Design rxuart_fifo, sky130hd; sources not shown.
### Routing congestion map, run 1

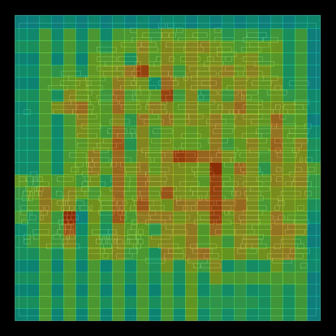
routing usage on met1: 14.2%
final routed wire length divided by cell count: 20.3 um
Final Util: 30.7%

### Floorplan with the power grid, run 1

Bar = 50 um. Pins as bars on the die edge.
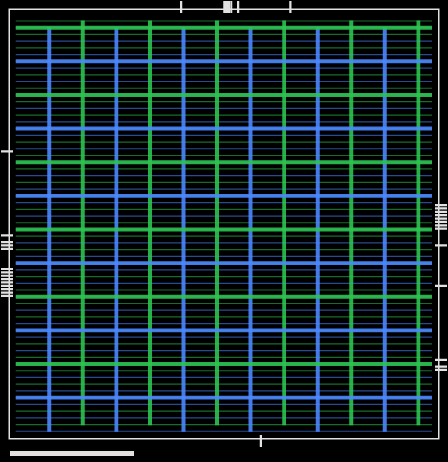
| colour | net |
|---|---|
| blue | VSS |
| green | VDD |
met5 straps: 12
signal pins: 35
met1 rails: 62
Die Ht: 173 um
highest ir drop seen on vdd: 0.173 mV
area of the placeable core: 27900 sq um
horizontal die size: 173 um

### Cells coloured by class, run 1

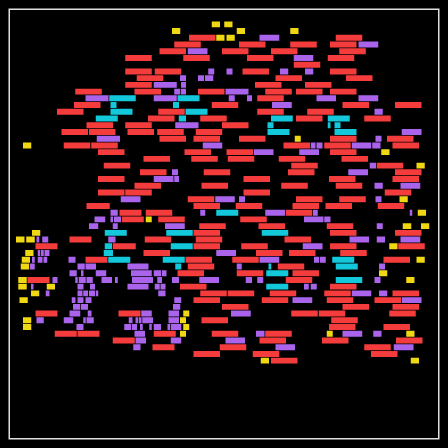
| colour | class | cells | share of their area |
|---|---|---|---|
| purple | combinational and other logic | 160 | 24% |
| red | sequential cells | 175 | 64% |
| yellow | remaining buffers and delay cells | 41 | 4.8% |
| cyan | clock drivers and dummy loads | 31 | 7.6% |
share of the final layout cell area in sequential cells: 60.4%
placement row count: 61
Finished Cell Area: 8570 sq um

==> flow_summary.html, run 1 <==
<h2>Synthesis and place &amp; route</h2>
<table>
<tr><th>Metric</th><th>Value</th></tr>
<tr><th colspan="2">Synthesis</th></tr>
<tr><td>Most used flip-flop cell after synthesis</td><td>sky130_fd_sc_hd__edfxtp_1</td></tr>
<tr><td>Count of flip-flops with a built-in enable after synthesis</td><td>160</td></tr>
<tr><td>Distinct cell type count of the synthesized netlist</td><td>43</td></tr>
<tr><td>Count of instantiated cells in the yosys netlist</td><td>358</td></tr>
<tr><th colspan="2">Critical path</th></tr>
<tr><td>CP Data Arrival Time</td><td>3.31 ns</td></tr>
<tr><td>Max FO, Critical Path</td><td>18</td></tr>
<tr><td>Cell repeated most along the worst path</td><td>sky130_fd_sc_hd__a211oi_1</td></tr>
<tr><td>Crit start category</td><td>flop</td></tr>
<tr><th colspan="2">Power and ir drop</th></tr>
<tr><td>Leak</td><td>2.71 nW</td></tr>
<tr><th colspan="2">Timing</th></tr>
<tr><td>Max-slew headroom at the worst pin</td><td>31.3%</td></tr>
<tr><td>Tightest Pin Transition</td><td>1.03 ns</td></tr>
<tr><td>Max Slew Vio Count</td><td>0</td></tr>
<tr><th colspan="2">GRT</th></tr>
<tr><td>Number of global-route vias before repair</td><td>3861</td></tr>
<tr><td>Leftover overflow at the end of global routing</td><td>0</td></tr>
<tr><th colspan="2">Run</th></tr>
<tr><td>OpenROAD warnings</td><td>30</td></tr>
<tr><th colspan="2">Hold path</th></tr>
<tr><td>Count of cells along the worst hold path</td><td>1</td></tr>
<tr><th colspan="2">Floorplan</th></tr>
<tr><td>Number of top-level design ports</td><td>35</td></tr>
<tr><th colspan="2">Routing</th></tr>
<tr><td>Iteration-0 DRC count of the detailed router</td><td>214</td></tr>
<tr><th colspan="2">Clock tree</th></tr>
<tr><td>Number of levels in the clock H-tree</td><td>4</td></tr>
<tr><td>Clock tree from TritonCTS</td><td>yes</td></tr>
<tr><th colspan="2">Run status</th></tr>
<tr><td>Result of the run</td><td>finished, final reports clean</td></tr>
</table>
## run 1: final cells by class
cell class | count | area [sq um] | area share [%]
sequential | 175 | 5180 | 60.4
multi-input combinational | 153 | 1880 | 21.9
tap | 378 | 473 | 5.52
clock buffer | 19 | 433 | 5.05
timing repair buffer | 41 | 393 | 4.58
clock inverter | 12 | 186 | 2.17
inverter | 7 | 26.3 | 0.306
## run 1: placed cells by master, fill, tap and decap left out, types with 2 or more instances in the layout
master,count
sky130_fd_sc_hd__mux4_2,34
sky130_fd_sc_hd__clkbuf_1,2
sky130_fd_sc_hd__and3b_1,2
sky130_fd_sc_hd__buf_4,7
sky130_fd_sc_hd__and4_1,4
sky130_fd_sc_hd__nor2_1,5
sky130_fd_sc_hd__clkinvlp_4,5
sky130_fd_sc_hd__nand2_1,5
sky130_fd_sc_hd__a31oi_1,2
sky130_fd_sc_hd__nor3b_2,4
sky130_fd_sc_hd__ha_1,9
sky130_fd_sc_hd__clkbuf_16,17
sky130_fd_sc_hd__nor4b_4,4
sky130_fd_sc_hd__a211oi_1,20
sky130_fd_sc_hd__clkdlybuf4s50_1,34
sky130_fd_sc_hd__and2_1,5
sky130_fd_sc_hd__mux4_1,6
sky130_fd_sc_hd__xor2_1,5
sky130_fd_sc_hd__dfrtp_1,13
sky130_fd_sc_hd__dfrtp_2,2
sky130_fd_sc_hd__edfxtp_1,160
sky130_fd_sc_hd__mux2_2,2
sky130_fd_sc_hd__o21ai_0,2
sky130_fd_sc_hd__mux2i_1,10
sky130_fd_sc_hd__inv_1,7
sky130_fd_sc_hd__bufinv_16,4
sky130_fd_sc_hd__nor2b_1,10
sky130_fd_sc_hd__xnor2_1,6
sky130_fd_sc_hd__nand4_1,3
## run 1: critical path, delay by kind of cell (launching register included)
kind	cells	cell delay (ns)
DFF	1	0.75
and+or+nand+nor	1	0.15
buffers and inverters	2	0.96
AOI/OAI and AO/OA	2	0.43
muxes	1	0.58
## run 1: cells by family after synthesis
family	synth area share (%)
AND-OR/OR-AND	3.24
XOR/XNOR	1.35
adder cells (fa/ha/maj)	1.58
buffers and inverters	2.33
flip-flops	72.5
multiplexers	14.6
AND/OR/NAND/NOR	4.39
## run 1: power by group
part / leakage [nW] / internal (mW) / total (mW) / switching [mW]
combinational: 0.810 / 0.609 / 1.07 / 0.462
clock: 0.284 / 0.700 / 1.17 / 0.466
sequential: 1.62 / 1.43 / 1.65 / 0.214
total: 2.71 / 2.74 / 3.88 / 1.14
## run 1: metrics by stage
step	worst slack [ns]	hold WS, ns
CTS	1.36	0.483
global placement	1.42	0.466
finish	1.49	0.477
detailed placement	1.32	0.474
floorplan	2.75	0.520
global route	1.24	0.507
## run 1: metal layers
metal	GRT usage, %	vias up	part of all wire (%)
met2	19.4	45	50
li1	-	1540	-
met5	0	-	0
met1	14.2	1778	47
met3	2.57	9	2.5
met4	3.39	0	1.2
### Port wiring, run 1

Bar = 50 um.
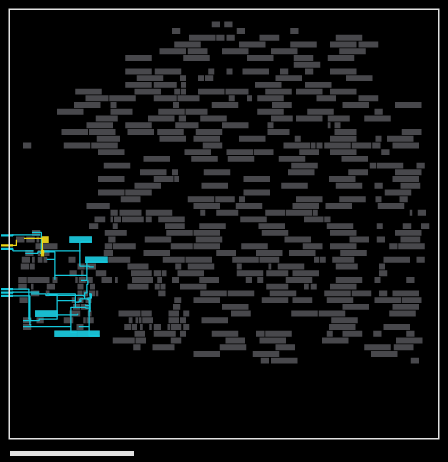

==> run 2: changes to the inputs <==
--- a/config.mk
+++ b/config.mk
@@ -5,7 +5,7 @@
 export SDC_FILE = /design/constraint.sdc
 export NUM_CORES = 1
 export LEC_CHECK = 0
-export ABC_CLOCK_PERIOD_IN_PS = 6000
+export ABC_CLOCK_PERIOD_IN_PS = 4500
 export CORE_MARGIN = 2
 export CORE_UTILIZATION = 25
 export DETAILED_ROUTE_END_ITERATION = 16
==> constraint.sdc (replaced) <==
create_clock -name i_clk -period 4.5 [get_ports i_clk]
set_input_delay 0.9 -clock i_clk [delete_from_list [all_inputs] [get_ports i_clk]]
set_output_delay 0.9 -clock i_clk [all_outputs]
set_load 0.005 [all_outputs]
### Port wiring, run 2

Bar = 50 um.
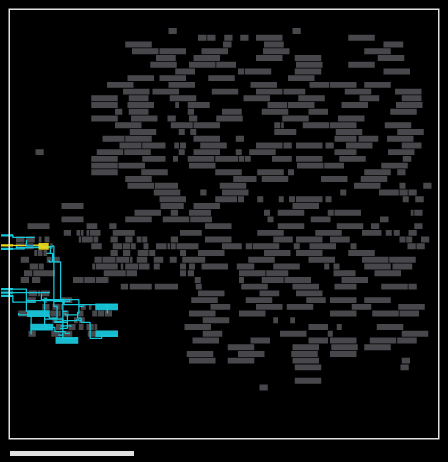
| colour | port | direction | end cells | buffers | wire |
|---|---|---|---|---|---|
| cyan | o_fill | output | 5 | 5 | 369 um |
| yellow | i_rd | input | 2 | 1 | 9.90 um |
number of top-level design ports: 35
count of input and output buffers: 34

### Floorplan with the power grid, run 2

Bar = 50 um. Pins as bars on the die edge.
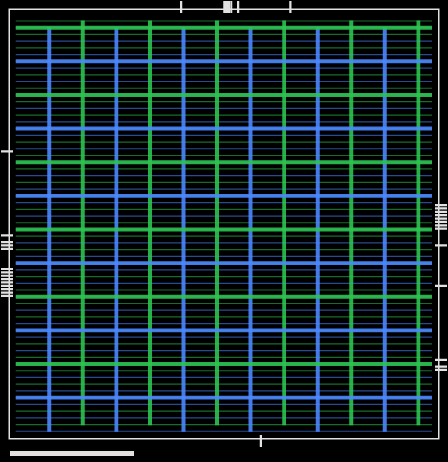
| colour | net |
|---|---|
| green | VDD |
| blue | VSS |
rows: 61
signal pins: 35
met5 straps: 12
met4 straps: 12
highest ir drop seen on vdd: 0.241 mV

==> run 2 against run 1 <==
  * Register-to-register slack worse by 0.85 ns
  * Hold slack better by 0.080 ns
  * Largest power group unchanged
  * Power is 32% higher
  * Cell count is 0.89% higher
  * Combinational power is about 40% higher
  * Sequential share of layout area is 0.062 points lower
  * Global-route usage hardly changed
  * Area after synthesis stayed put
  * Clock power is 27% higher
  * Worst setup slack worse by 0.83 ns
  * Sequential power is about 30% higher
==> flow_summary.html, run 2 <==
<h2>Synthesis and place &amp; route</h2>
<table>
<tr><th>Metric</th><th>Value</th></tr>
<tr><th colspan="2">Power and ir drop</th></tr>
<tr><td>Switching portion of total power</td><td>29.5% (was 29.4%)</td></tr>
<tr><td>Part of the total power dissipated in sequential elements</td><td>41.8% (was 42.4%)</td></tr>
<tr><td>Leak</td><td>2.73 nW (was 2.71 nW)</td></tr>
<tr><td>Cell Int Power</td><td>3.62 mW (was 2.74 mW)</td></tr>
<tr><th colspan="2">Floorplan</th></tr>
<tr><td>Horizontal die size</td><td>173 um (unchanged)</td></tr>
<tr><td>Die Ht</td><td>173 um (unchanged)</td></tr>
<tr><td>Placement row count</td><td>61 (unchanged)</td></tr>
<tr><th colspan="2">Clock tree</th></tr>
<tr><td>Number of levels in the clock H-tree</td><td>4 (unchanged)</td></tr>
<tr><td>Clock tree from TritonCTS</td><td>yes (unchanged)</td></tr>
<tr><td>Total clock sinks</td><td>175 (unchanged)</td></tr>
<tr><th colspan="2">GRT</th></tr>
<tr><td>Leftover overflow at the end of global routing</td><td>0 (unchanged)</td></tr>
<tr><td>Number of global-route vias before repair</td><td>3672 (was 3861)</td></tr>
<tr><th colspan="2">Timing</th></tr>
<tr><td>Max Slew Vio Count</td><td>0 (unchanged)</td></tr>
<tr><td>Tightest Pin Transition</td><td>0.889 ns (was 1.03 ns)</td></tr>
<tr><td>Final setup slack of the worst path</td><td>0.661 ns (was 1.49 ns)</td></tr>
<tr><td>Max-slew headroom at the worst pin</td><td>40.7% (was 31.3%)</td></tr>
<tr><th colspan="2">Synthesis</th></tr>
<tr><td>Count of flip-flops with a built-in enable after synthesis</td><td>160 (unchanged)</td></tr>
<tr><td>Fraction of synthesized area in multiplexers</td><td>14.6% (unchanged)</td></tr>
<tr><td>Most used flip-flop cell after synthesis</td><td>sky130_fd_sc_hd__edfxtp_1 (unchanged)</td></tr>
<tr><td>Post-Synth Simple-Gate Area</td><td>4.39% (unchanged)</td></tr>
<tr><td>Area share of fa/ha/maj cells after synthesis</td><td>1.58% (unchanged)</td></tr>
<tr><td>Count of instantiated cells in the yosys netlist</td><td>358 (unchanged)</td></tr>
<tr><td>Distinct cell type count of the synthesized netlist</td><td>43 (unchanged)</td></tr>
<tr><th colspan="2">Routing</th></tr>
<tr><td>Final routed wire length divided by cell count</td><td>20.4 um (was 20.3 um)</td></tr>
<tr><th colspan="2">Layout</th></tr>
<tr><td>Finished Cell Area</td><td>8580 sq um (was 8570 sq um)</td></tr>
<tr><td>Dominant logic cell types in the final layout</td><td>sky130_fd_sc_hd__edfxtp_1, sky130_fd_sc_hd__mux4_2, sky130_fd_sc_hd__clkdlybuf4s50_1 (unchanged)</td></tr>
<tr><th colspan="2">Run status</th></tr>
<tr><td>Result of the run</td><td>finished, final reports clean (unchanged)</td></tr>
<tr><th colspan="2">Run</th></tr>
<tr><td>OpenROAD warnings</td><td>30 (unchanged)</td></tr>
<tr><th colspan="2">Placement</th></tr>
<tr><td>Pre-CTS WS</td><td>0.914 ns (was 1.32 ns)</td></tr>
<tr><th colspan="2">Hold path</th></tr>
<tr><td>Count of cells along the worst hold path</td><td>2 (was 1)</td></tr>
<tr><th colspan="2">Critical path</th></tr>
<tr><td>Max FO, Critical Path</td><td>13 (was 18)</td></tr>
<tr><td>Crit start category</td><td>flop (unchanged)</td></tr>
</table>
## run 2: cell types whose count changed in the layout (fill, tap and decap cells not counted)
| cell | change |
|---|---|
| sky130_fd_sc_hd__buf_12 | +1 |
| sky130_fd_sc_hd__buf_4 | +7 |
| sky130_fd_sc_hd__bufinv_16 | -1 |
| sky130_fd_sc_hd__clkbuf_1 | -2 |
| sky130_fd_sc_hd__clkinv_1 | +1 |
| sky130_fd_sc_hd__clkinv_2 | +1 |
| sky130_fd_sc_hd__clkinv_4 | -1 |
| sky130_fd_sc_hd__inv_6 | +1 |
| sky130_fd_sc_hd__nor4b_2 | +4 |
| sky130_fd_sc_hd__nor4b_4 | -4 |
## run 2: per-layer routing
layer  routed length (um)  GRT usage [%]
met1                 7820           15.3
met2                 7710           17.9
met3                  488           2.86
met4                  158           3.07
met5                    0              0
## run 2: stage by stage
stage                     util (%)  hold slack [ns]
after CTS                     30.7            0.567
after floorplan                  -            0.520
final                         30.7            0.557
after global routing          30.7            0.588
after detailed placement      28.6            0.544
after global placement        28.6            0.527
## run 2: cell type report
| type | instances | area [sq um] | area share [%] |
|---|---|---|---|
| inverter | 7 | 26.3 | 0.306 |
| clock inverter | 13 | 165 | 1.92 |
| timing repair buffer | 49 | 465 | 5.42 |
| clock buffer | 17 | 425 | 4.96 |
| sequential | 175 | 5180 | 60.4 |
| tap | 378 | 473 | 5.51 |
| multi-input combinational | 153 | 1850 | 21.5 |
## run 2: critical path, cell delays in order (launching register included)
cell and delay (ns):
sky130_fd_sc_hd__dfrtp_2 0.64, sky130_fd_sc_hd__buf_4 0.29, sky130_fd_sc_hd__mux4_1 0.55, sky130_fd_sc_hd__nor2b_1 0.14, sky130_fd_sc_hd__a211oi_1 0.26, sky130_fd_sc_hd__a211oi_1 0.12, sky130_fd_sc_hd__clkdlybuf4s50_1 0.52
## run 2: power groups by stage
stage	sequential [mW]	clock, mW	combinational (mW)
2_1_floorplan	2.00	0	1.09
3_3_place_gp	2.18	0	1.54
3_5_place_dp	2.18	0	1.54
4_1_cts	2.15	1.52	1.55
5_1_grt	2.17	1.59	1.64
6_report	2.14	1.49	1.50
## run 2: logic make-up after synthesis
kind of cell	count (synthesis)
compound gates	32
xor+xnor	11
fa+ha+maj	9
buf+inv	30
flops	175
mux	52
simple gates	49
Power figures rest on the tool's default switching activity, not on a simulated workload.
